--- src/rtl/max7219_pkg.sv ---
// ----------------------------------------------------------------------------
// max7219_pkg
//   Shared constants for the MAX7219 serial-slave model: register address
//   map, frame field geometry and the Code-B seven-segment patterns.
//   Segment patterns are 7 bits in A,B,C,D,E,F,G order (bit6..bit0); the
//   decimal point is prepended separately by the decoder.
// ----------------------------------------------------------------------------
package max7219_pkg;

    // Register address map (frame bits [11:8])
    localparam logic [3:0] ADDR_NOOP      = 4'h0;
    localparam logic [3:0] ADDR_DIGIT0    = 4'h1;
    localparam logic [3:0] ADDR_DIGIT1    = 4'h2;
    localparam logic [3:0] ADDR_DIGIT2    = 4'h3;
    localparam logic [3:0] ADDR_DIGIT3    = 4'h4;
    localparam logic [3:0] ADDR_DIGIT4    = 4'h5;
    localparam logic [3:0] ADDR_DIGIT5    = 4'h6;
    localparam logic [3:0] ADDR_DIGIT6    = 4'h7;
    localparam logic [3:0] ADDR_DIGIT7    = 4'h8;
    localparam logic [3:0] ADDR_DECODE    = 4'h9;
    localparam logic [3:0] ADDR_INTENSITY = 4'hA;
    localparam logic [3:0] ADDR_SCANLIM   = 4'hB;
    localparam logic [3:0] ADDR_SHUTDOWN  = 4'hC;
    localparam logic [3:0] ADDR_TEST      = 4'hF;

    localparam int NUM_DIGITS = 8;

    // Bit counter: wide enough to count a two-device daisy chain, saturating.
    localparam int         CNT_W   = 5;
    localparam logic [4:0] CNT_MAX = 5'd31;

    // Code-B segment patterns, A..G
    localparam logic [6:0] SEG_0     = 7'h7E;
    localparam logic [6:0] SEG_1     = 7'h30;
    localparam logic [6:0] SEG_2     = 7'h6D;
    localparam logic [6:0] SEG_3     = 7'h79;
    localparam logic [6:0] SEG_4     = 7'h33;
    localparam logic [6:0] SEG_5     = 7'h5B;
    localparam logic [6:0] SEG_6     = 7'h5F;
    localparam logic [6:0] SEG_7     = 7'h70;
    localparam logic [6:0] SEG_8     = 7'h7F;
    localparam logic [6:0] SEG_9     = 7'h7B;
    localparam logic [6:0] SEG_DASH  = 7'h01;
    localparam logic [6:0] SEG_E     = 7'h4F;
    localparam logic [6:0] SEG_H     = 7'h37;
    localparam logic [6:0] SEG_L     = 7'h0E;
    localparam logic [6:0] SEG_P     = 7'h67;
    localparam logic [6:0] SEG_BLANK = 7'h00;

endpackage

--- src/rtl/max7219_codeb_decoder.sv ---
// ----------------------------------------------------------------------------
// max7219_codeb_decoder
//   Combinational Code-B font: maps a 4-bit code plus decimal point to the
//   segment byte presented on the digit outputs.
//   Ports:
//     code  in  4  Code-B value (0-9, '-', E, H, L, P, blank)
//     dp    in  1  decimal point (data bit 7 of the digit register)
//     seg   out 8  segments DP,A,B,C,D,E,F,G (bit7..0)
// ----------------------------------------------------------------------------
module max7219_codeb_decoder
    import max7219_pkg::*;
(
    input  logic [3:0] code,
    input  logic       dp,
    output logic [7:0] seg
);

    logic [6:0] seg_font;

    always_comb begin
        // NOTE: default assignment first so every path drives seg_font; a
        // missing branch would otherwise infer a latch.
        seg_font = SEG_BLANK;
        case (code)
            4'h0: seg_font = SEG_0;
            4'h1: seg_font = SEG_1;
            4'h2: seg_font = SEG_2;
            4'h3: seg_font = SEG_3;
            4'h4: seg_font = SEG_4;
            4'h5: seg_font = SEG_5;
            4'h6: seg_font = SEG_6;
            4'h7: seg_font = SEG_7;
            4'h8: seg_font = SEG_8;
            4'h9: seg_font = SEG_9;
            4'hA: seg_font = SEG_DASH;
            4'hB: seg_font = SEG_E;
            4'hC: seg_font = SEG_H;
            4'hD: seg_font = SEG_L;
            4'hE: seg_font = SEG_P;
            default: seg_font = SEG_BLANK;
        endcase
    end

    assign seg = {dp, seg_font};

endmodule

--- src/rtl/max7219_receiver.sv ---
// ----------------------------------------------------------------------------
// max7219_receiver
//   Synthesizable MAX7219 serial slave. Oversamples the 3-wire link on i_clk,
//   shifts frames in on serial-clock rising edges, commits register writes on
//   LOAD rising edges and exposes the display state in parallel. DOUT follows
//   the shift-register MSB on serial-clock falling edges for daisy chains.
//
//   Optional build macro: MAX7219_CODEB_EN
//     defined   -> digits whose decode-mode bit is set show the Code-B font
//     undefined -> o_digits carries the raw digit registers
//
//   Parameters:
//     SYNC_STAGES  synchronizer depth on serial clk/load/din (>= 2)
//     FRAME_BITS   bits per frame; [11:8] address, [7:0] data
//
//   Ports:
//     i_clk, i_reset   system clock, async active-high reset
//     i_serial_din     serial data
//     i_serial_load    LOAD/CS, rising edge commits
//     i_serial_clk     serial clock, shift on rising edge
//     o_serial_dout    daisy-chain output
//     o_digits         digit 0 at [7:0] .. digit 7 at [63:56]
//     o_intensity      intensity register
//     o_scan_limit     scan-limit register
//     o_shutdown_n     0 = shutdown
//     o_test           display-test bit
//     o_wr_stb         one-cycle pulse per committed frame
//     o_wr_addr        address of last committed frame
//     o_wr_data        data of last committed frame
//     o_frame_err      one-cycle pulse on a short frame
// ----------------------------------------------------------------------------
module max7219_receiver
    import max7219_pkg::*;
#(
    parameter int SYNC_STAGES = 2,
    parameter int FRAME_BITS  = 16
) (
    input  logic        i_clk,
    input  logic        i_reset,
    input  logic        i_serial_din,
    input  logic        i_serial_load,
    input  logic        i_serial_clk,
    output logic        o_serial_dout,
    output logic [63:0] o_digits,
    output logic [3:0]  o_intensity,
    output logic [2:0]  o_scan_limit,
    output logic        o_shutdown_n,
    output logic        o_test,
    output logic        o_wr_stb,
    output logic [3:0]  o_wr_addr,
    output logic [7:0]  o_wr_data,
    output logic        o_frame_err
);

    // ------------------------------------------------------------------
    // Input synchronizers plus one extra copy for edge detection
    // ------------------------------------------------------------------
    logic [SYNC_STAGES-1:0] sclk_sync, load_sync, din_sync;
    logic                   sclk_prev, load_prev;

    always_ff @(posedge i_clk or posedge i_reset) begin
        if (i_reset) begin
            sclk_sync <= '0;
            load_sync <= '0;
            din_sync  <= '0;
            sclk_prev <= 1'b0;
            load_prev <= 1'b0;
        end else begin
            // NOTE: non-blocking assignments so each flop samples the value
            // its neighbour held before this edge, giving a true pipeline.
            sclk_sync <= {sclk_sync[SYNC_STAGES-2:0], i_serial_clk};
            load_sync <= {load_sync[SYNC_STAGES-2:0], i_serial_load};
            din_sync  <= {din_sync[SYNC_STAGES-2:0],  i_serial_din};
            sclk_prev <= sclk_sync[SYNC_STAGES-1];
            load_prev <= load_sync[SYNC_STAGES-1];
        end
    end

    logic sclk_s, load_s, din_s;
    logic sclk_rise, sclk_fall, load_rise;

    assign sclk_s    = sclk_sync[SYNC_STAGES-1];
    assign load_s    = load_sync[SYNC_STAGES-1];
    assign din_s     = din_sync[SYNC_STAGES-1];
    assign sclk_rise =  sclk_s & ~sclk_prev;
    assign sclk_fall = ~sclk_s &  sclk_prev;
    assign load_rise =  load_s & ~load_prev;

    // ------------------------------------------------------------------
    // Shift register and bit counter. The commit path looks at the
    // post-shift value so a serial-clock edge and a LOAD edge landing in the
    // same sampled cycle behave as "shift, then commit".
    // ------------------------------------------------------------------
    logic [FRAME_BITS-1:0] shift_q, shift_next;
    logic [CNT_W-1:0]      bit_cnt, cnt_next;

    always_comb begin
        shift_next = shift_q;
        cnt_next   = bit_cnt;
        if (sclk_rise) begin
            shift_next = {shift_q[FRAME_BITS-2:0], din_s};
            if (bit_cnt != CNT_MAX)
                cnt_next = bit_cnt + 1'b1;
        end
    end

    logic [3:0] frame_addr;
    logic [7:0] frame_data;
    logic       frame_ok;

    // Only the last FRAME_BITS bits are held, so an over-long frame from a
    // daisy chain naturally commits its tail.
    assign frame_addr = shift_next[11:8];
    assign frame_data = shift_next[7:0];
    assign frame_ok   = int'(cnt_next) >= FRAME_BITS;

    // ------------------------------------------------------------------
    // Register file and strobes
    // ------------------------------------------------------------------
    logic [NUM_DIGITS-1:0][7:0] digit_q;
    logic [7:0]                 decode_q;

    always_ff @(posedge i_clk or posedge i_reset) begin
        if (i_reset) begin
            shift_q       <= '0;
            bit_cnt       <= '0;
            o_serial_dout <= 1'b0;
            // NOTE: the digit registers are reset too; they are visible
            // outputs that must read zero out of reset, not scratch storage.
            digit_q       <= '0;
            decode_q      <= '0;
            o_intensity   <= '0;
            o_scan_limit  <= '0;
            o_shutdown_n  <= 1'b0;
            o_test        <= 1'b0;
            o_wr_stb      <= 1'b0;
            o_wr_addr     <= '0;
            o_wr_data     <= '0;
            o_frame_err   <= 1'b0;
        end else begin
            o_wr_stb    <= 1'b0;
            o_frame_err <= 1'b0;
            shift_q     <= shift_next;
            bit_cnt     <= load_rise ? '0 : cnt_next;

            // DOUT changes on the falling edge, as on the real part.
            if (sclk_fall)
                o_serial_dout <= shift_q[FRAME_BITS-1];

            if (load_rise) begin
                if (!frame_ok) begin
                    o_frame_err <= 1'b1;
                end else begin
                    o_wr_stb  <= 1'b1;
                    o_wr_addr <= frame_addr;
                    o_wr_data <= frame_data;
                    case (frame_addr)
                        ADDR_NOOP: ;
                        ADDR_DIGIT0, ADDR_DIGIT1, ADDR_DIGIT2, ADDR_DIGIT3,
                        ADDR_DIGIT4, ADDR_DIGIT5, ADDR_DIGIT6, ADDR_DIGIT7:
                            digit_q[3'(frame_addr - ADDR_DIGIT0)] <= frame_data;
                        ADDR_DECODE:    decode_q     <= frame_data;
                        ADDR_INTENSITY: o_intensity  <= frame_data[3:0];
                        ADDR_SCANLIM:   o_scan_limit <= frame_data[2:0];
                        ADDR_SHUTDOWN:  o_shutdown_n <= frame_data[0];
                        ADDR_TEST:      o_test       <= frame_data[0];
                        default: ;  // 0xD, 0xE: acknowledged, not stored
                    endcase
                end
            end
        end
    end

    // ------------------------------------------------------------------
    // Digit output path
    // ------------------------------------------------------------------
`ifdef MAX7219_CODEB_EN
    for (genvar g = 0; g < NUM_DIGITS; g++) begin : g_codeb
        logic [7:0] seg;

        max7219_codeb_decoder u_codeb (
            .code (digit_q[g][3:0]),
            .dp   (digit_q[g][7]),
            .seg  (seg)
        );

        assign o_digits[g*8 +: 8] = decode_q[g] ? seg : digit_q[g];
    end
`else
    assign o_digits = digit_q;

    // Decode mode is stored for register-map completeness but has no effect
    // on the raw digit path.
    logic unused_decode;
    assign unused_decode = ^decode_q;
`endif

endmodule

--- config.mk ---
export PLATFORM = sky130hd
export DESIGN_NAME = max7219_receiver
export DESIGN_NICKNAME = d
export VERILOG_FILES = /design/src/rtl/max7219_pkg.sv /design/src/rtl/max7219_codeb_decoder.sv /design/src/rtl/max7219_receiver.sv
export SDC_FILE = /design/constraint.sdc
export NUM_CORES = 1
export LEC_CHECK = 0
export ABC_CLOCK_PERIOD_IN_PS = 6400
export CORE_MARGIN = 2
export CORE_UTILIZATION = 30
export DETAILED_ROUTE_END_ITERATION = 7
export GPL_ROUTABILITY_DRIVEN = 0
export GPL_TIMING_DRIVEN = 0
export SYNTH_ARGS = -nofsm -noshare
export SYNTH_HDL_FRONTEND = slang
export SYNTH_SLANG_ARGS = --single-unit
--- constraint.sdc ---
create_clock -name i_clk -period 6.4 [get_ports i_clk]
set_clock_uncertainty 0.15 [all_clocks]
set_input_delay 1.28 -clock i_clk [delete_from_list [all_inputs] [get_ports i_clk]]
set_output_delay 1.28 -clock i_clk [all_outputs]
set_load 0.005 [all_outputs]
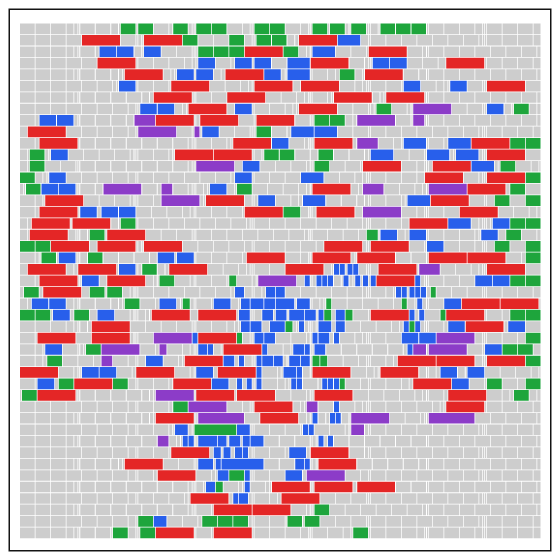
Fig. 1. Placement by cell class (run 1).
Fill, decap, tap and diode cells in gray.
green -> other buffers and delay cells  # cells 110
purple -> clock drivers and dummy loads  # cells 32
red -> flip-flops  # cells 117
blue -> all other logic  # cells 193

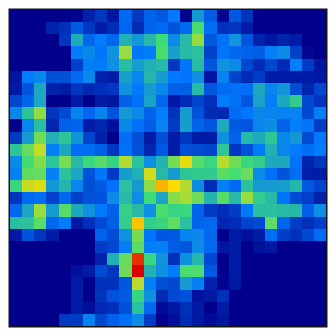
Fig. 2. Routed metal per tile (run 1).
26 x 26 tiles, from dark blue (low) to red (high), scaled to the fullest tile. Values are wire area over tile area, all layers added.
densest ninth of the die = middle
mean over tiles = 0.11
fullest tile = 0.51
nearly empty tiles = 21%
tiles over half the peak = 7.8%
Routed WL per cell: 17.05 um
vias: 2966
Total GRT Usage: 0.1454
Routed WL: 10910 um

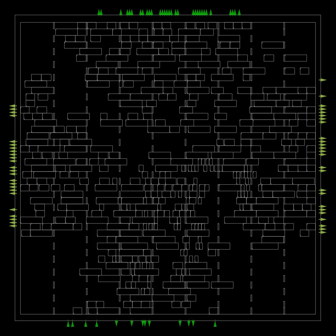
Fig. 3. Placement view (run 1).
Tap Count: 188
# rows: 45

==> reports/results.tsv, run 1 <==
stage	metric	value	unit
timing	final setup margin	3.662	ns
floorplan	number of I/O pins	93	
layout	layout cells sized above 1	0.2743	
placed_design	dpl cell area	5818	sq um
grt	M1 GR Usage	0.1797	
worst_setup_path	crit-path cells	clkdlybuf4s50_1	
power_and_ir_drop	sw frac	0.2415	
power_and_ir_drop	Total Power	1.873	mW
timing	Worst-Margin Slew	0.7598	ns
worst_setup_path	Max FO, Critical Path	2	
synthesis	syn avg cell area	14.16	sq um
placed_design	worst slack at placement	3.906	ns
timing	min Tclk post-route	2.738	ns
route	DRC viols	0	
synthesis	Chip Area, Yosys	4629	sq um
timing	Fmax	365.2	MHz
power_and_ir_drop	Sequential Power Share	0.419	
power_and_ir_drop	Logic pwr share	0.074	
worst_setup_path	Startpoint Class	flip-flop	
power_and_ir_drop	cell leakage power	3.089	nW
timing	Fin. Hold Viols	0	
grt	largest net degree at the start of global routing	104	
grt	Overflow after GRT	0	
power_and_ir_drop	Int Pwr	1.421	mW
route	drt via density	4.634	
job	OpenROAD warnings	28	
run_status	status	finished clean	
synthesis	Netlist cell types	41	
placed_design	Final HPWL DP	7213	um
route	remaining antenna violation count after routing	0	
worst_setup_path	number of cells on the critical path	1	
min_path	Hold Path Class	reg2reg	
clock_tree	Hold Buf Count CTS	0	
route	top sig layer	met4	
synthesis	syn nets	333	
synthesis	synth warn	0	
clock_tree	cts bufs inserted	17	
layout	fin area	6422	sq um
placed_design	placed insts	608	
route	DR pass1 iterations	4	
layout	Post-layout nets	445	
job	MaxCap Viol Count	0	
clock_tree	postcts setup bufs	0	
worst_setup_path	Critical Path Sink Type	output port	
power_and_ir_drop	pwr/cell area	291.7	nW/um^2
route	wl on met1	4773	um
clock_tree	Worst-path clk slew	0.05	ns
timing	Final TNS setup	0	ns
min_path	WHS Path Cells	0	
placed_design	IO Port Bufs	92	
worst_setup_path	critical path type	reg2out	
worst_setup_path	crit-path leading delay family	buffers and inverters	
synthesis	ys flops	117	
route	violation tally from detailed-route iteration zero	124	
floorplan	die span in y	128.2	um
worst_setup_path	CP max-delay cell	clkdlybuf4s50_1	
floorplan	core area	15150	sq um
clock_tree	CTS tree	done	
timing	Slew Viols, Final	0	
floorplan	die width	128.2	um
[run 1: worst paths after layout]
| path | end | from | slack (ns) |
|---|---|---|---|
| min in group asynchronous | bit_cnt[4]$_DFF_PP0_ | i_reset | 1.01 |
| max in group asynchronous | o_digits[33]$_DFFE_PP0P_ | i_reset | 4.38 |
| min | load_sync[1]$_DFF_PP0_ | load_sync[0]$_DFF_PP0_ | 0.20 |
| max | o_test | o_test$_DFFE_PP0P_ | 3.66 |
| max reg2reg | o_digits[10]$_DFFE_PP0P_ | bit_cnt[0]$_DFF_PP0_ | 4.09 |
| min reg2reg | load_sync[1]$_DFF_PP0_ | load_sync[0]$_DFF_PP0_ | 0.20 |
[run 1: placed cells by master, fill, tap and decap left out, types with 2 or more instances in the layout]
cell	instances
inv_6	2
mux2_1	9
clkbuf_16	17
nand3_1	2
nand2b_1	4
or2_1	2
a31oi_1	2
nand2_2	2
mux2_4	16
clkbuf_8	4
a22oi_1	2
nand2_1	47
nor2_1	12
clkdlybuf4s50_1	92
clkbuf_1	7
clkinvlp_4	5
nor2b_1	3
nor3b_1	5
buf_2	7
nand3b_1	4
xnor2_1	2
mux2i_1	2
dfrtp_1	117
mux2_2	60
bufinv_16	2
[run 1: kinds of logic (layout without fill, tap and decap cells)]
family | after synthesis | after routing | share of synthesized area
xor gates and xnor gates | 3 | 3 | 0.005677
DFF | 117 | 117 | 0.6324
adders and majority gates | 1 | 1 | 0.002702
AOI/OAI and AO/OA | 15 | 15 | 0.02892
muxes | 87 | 87 | 0.2241
and+or+nand+nor | 85 | 85 | 0.08622
buffers and inverters | 19 | 144 | 0.02000
[run 1: registers in the layout, summed over array words and instances (netlist names), 3 cells and up]
register,count
bit_cnt,5
o_scan_limit,3
o_wr_data,8
o_intensity,4
o_wr_addr,4
shift_q,16
o_digits,64
[run 1: power groups by stage]
stage,Combinational (mW),Clock [mW],Sequential (mW)
final,0.139,0.948,0.786
after global routing,0.158,1.01,0.789
after CTS,0.143,0.975,0.785
after detailed placement,0.143,0,0.798
after global placement,0.134,0,0.797
after floorplan,0.0898,0,0.793
[run 1: synth_stat cells (all sizes together)]
cell,instances,share of area
buf,10,0.012
nand4b,1,0.0019
o22ai,1,0.0014
dfrtp,117,0.63
xor2,1,0.0019
o211a,1,0.0022
a31oi,2,0.0027
nand2,49,0.041
nor3b,5,0.0081
and2b,1,0.0016
a22oi,2,0.0032
a21boi,2,0.0032
nor2b,3,0.0041
or2,2,0.0027
xnor2,2,0.0038
nand2b,4,0.0054
clkbuf,7,0.0059
o211ai,1,0.0027
mux2i,2,0.0043
nand3b,4,0.0065
o21ai,2,0.0030
nand3,2,0.0022
and3b,1,0.0019
a21oi,1,0.0011
ha,1,0.0027
o2bb2ai,1,0.0059
inv,2,0.0016
and2,1,0.0014
mux2,85,0.22
nor2,12,0.0097
o21a,1,0.0016
a311oi,1,0.0019
[run 1: area by class of cell]
cell class                      instances  area, sq um
Inverter                                2        12.51
Timing Repair Buffer                   93        948.4
Multi-Input combinational cell        191         1609
Tap cell                              188        235.2
Clock inverter                         10        120.1
Buffer                                 17        85.08
Clock buffer                           22        484.2
Sequential cell                       117         2928
Fill cell                            1347         8723
## Run 2: what changed since run 1
Settings changed: ABC_CLOCK_PERIOD_IN_PS 6400 to 2700.
Clock period 6.4 ns to 2.7 ns, I/O delays scaled along.
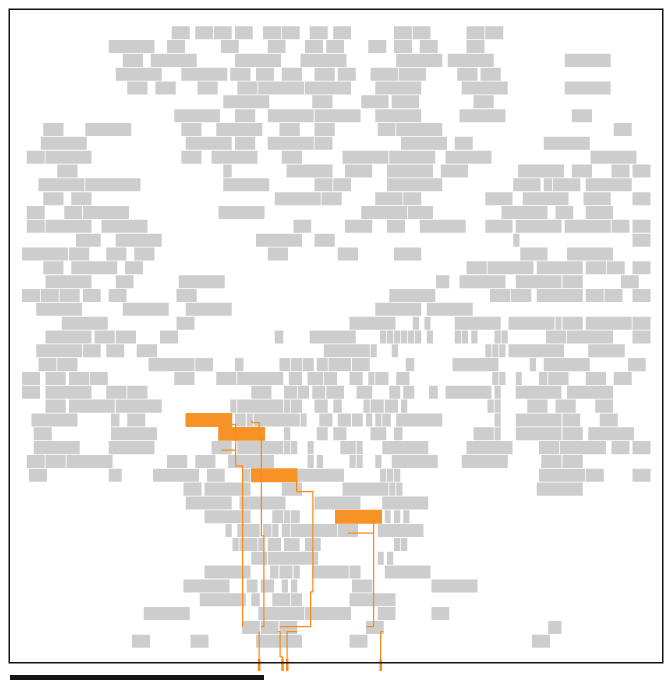
Fig. 4. Wires at chosen ports, followed through buffers (run 2).
Bar = 50 um.
orange -> `o_wr_addr`  # bits 4, direction output, end cells 4, buffers 4, wire 181 um

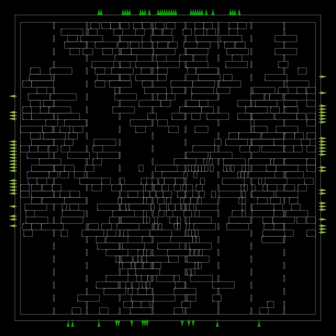
Fig. 5. Placement view (run 2).
flop share of the area: 0.4561
# fillers: 1404
core area: 15150 sq um
fin util: 0.4239
sequential cell count: 117

==> run 2 against run 1 <==
  * First-iteration DRC count is 31% higher
  * Highest routed layer unchanged
  * Global-route usage is 0.32 points lower
  * Synthesized cell count stayed put
  * Largest cell class unchanged
  * Largest power group unchanged
  * Hold slack worse by 0.0025 ns
  * Via count is 1.3% lower
  * Sequential power is 140% higher
  * Clock power is 140% higher
==> reports/results.tsv, run 2 <==
stage	metric	value	unit
run_status	status	finished clean	
layout	max FFs per register	64	
synthesis	xor and xnor fraction of the mapped netlist area	0.005676	
layout	most common cell after layout, fill and taps aside	dfrtp_1	
synthesis	Simple Share, Synth	0.08622	
timing	Worst-Margin Slew	0.7680	ns
floorplan	number of I/O pins	93	
job	MaxCap Viol Count	0	
clock_tree	Worst-path clk slew	0.05	ns
synthesis	ys flops	117	
layout	Post-layout nets	446	
synthesis	MUX area fraction	0.2241	
synthesis	Synth Area in Compound Gates	0.02892	
synthesis	EDFF count, synth	0	
power_and_ir_drop	pwr/cell area	689.2	nW/um^2
synthesis	FFs w/ async S/R, synth	1.000	
route	top sig layer	met4	
synthesis	Chip Area, Yosys	4629	sq um
route	vias	2927	
worst_setup_path	critical path type	reg2reg	
route	drt via density	4.573	
synthesis	synth warn	0	
worst_setup_path	Max FO, Critical Path	10	
timing	min Tclk post-route	2.355	ns
worst_setup_path	Critical Path Sink Type	flip-flop	
route	Routed WL per cell	16.87	um
worst_setup_path	Critical Path Sink	o_shutdown_n$_DFFE_PP0P_	
synthesis	syn avg cell area	14.16	sq um
synthesis	top cell type's share of synthesized area	0.6324	
clock_tree	postcts setup bufs	0	
placed_design	Final HPWL DP	7362	um
timing	Fmax	424.6	MHz
worst_setup_path	crit-path cells	ha_1 -> nand4b_1 -> o2bb2ai_4 -> nand3b_1 -> nor3b_1 -> mux2_2	
worst_setup_path	crit path from	bit_cnt[0]$_DFF_PP0_	
worst_setup_path	internal reg-to-reg setup slack	0.34	ns
placed_design	IO Port Bufs	92	
clock_tree	Hold Buf Count CTS	0	
floorplan	# rows	45	
## run 2: cell counts after synthesis
Identical to the previous run, type by type.
## run 2: worst min path at each step
stage	from	end	slack [ns]	cells past startpoint
after global routing	load_sync[0]$_DFF_PP0_	load_sync[1]$_DFF_PP0_	0.21	0
final	load_sync[0]$_DFF_PP0_	load_sync[1]$_DFF_PP0_	0.19	0
after floorplan	din_sync[0]$_DFF_PP0_	din_sync[1]$_DFF_PP0_	0.18	0
after global placement	load_sync[0]$_DFF_PP0_	load_sync[1]$_DFF_PP0_	0.18	0
after CTS	load_sync[0]$_DFF_PP0_	load_sync[1]$_DFF_PP0_	0.20	0
after detailed placement	load_sync[0]$_DFF_PP0_	load_sync[1]$_DFF_PP0_	0.19	0
## run 2: per-stage QoR
stage / instances / worst slack, ns / power [mW] / hold slack, ns / utilization
3_3_place_gp: 607 / -0.5043 / 2.209 / 0.1840 / 0.3822
6_report: 640 / 0.3450 / 4.425 / 0.1935 / 0.4239
4_1_cts: 640 / 0.3652 / 4.500 / 0.2014 / 0.4239
3_5_place_dp: 609 / 0.3777 / 2.225 / 0.1916 / 0.3849
2_1_floorplan: 327 / 0.5826 / 2.093 / 0.1812 / -
5_1_grt: 640 / 0.2234 / 4.637 / 0.2141 / 0.4239
## run 2: layout make-up
class / instances / area, sq um / area share
Timing Repair Buffer: 94 / 960.9 / 0.1497
Clock buffer: 21 / 460.4 / 0.07172
Tap cell: 188 / 235.2 / 0.03664
Buffer: 17 / 85.08 / 0.01325
Inverter: 2 / 11.26 / 0.001754
Multi-Input combinational cell: 191 / 1609 / 0.2506
Sequential cell: 117 / 2928 / 0.4561
Clock inverter: 10 / 130.1 / 0.02027
## run 2: critical path: cells and delay by family (launching register included)
family | cells | cell delay, ns
and+or+nand+nor | 3 | 0.75
AOI/OAI and AO/OA | 1 | 0.35
adders and majority gates | 1 | 0.23
muxes | 1 | 0.38
DFF | 1 | 0.38
## run 2: cell families after synthesis
group                      after synthesis
DFF                                    117
muxes                                   87
and+or+nand+nor                         85
buffers and inverters                   19
AOI/OAI and AO/OA                       15
xor gates and xnor gates                 3
adders and majority gates                1
## run 2: metal layers
layer,vias up,global-route usage
met4,0,0.05430
met2,81,0.2178
li1,1357,-
met5,-,0
met3,4,0.05426
met1,1485,0.1825
## run 2: power by group
part	switching, mW	internal (mW)	leakage (nW)	total [mW]
clock network	0.753	1.48	0.288	2.24
logic	0.229	0.0969	1.21	0.326
registers	0.0445	1.82	1.60	1.86
total	1.03	3.40	3.10	4.42
Power figures rest on the tool's default switching activity, not on a simulated workload.
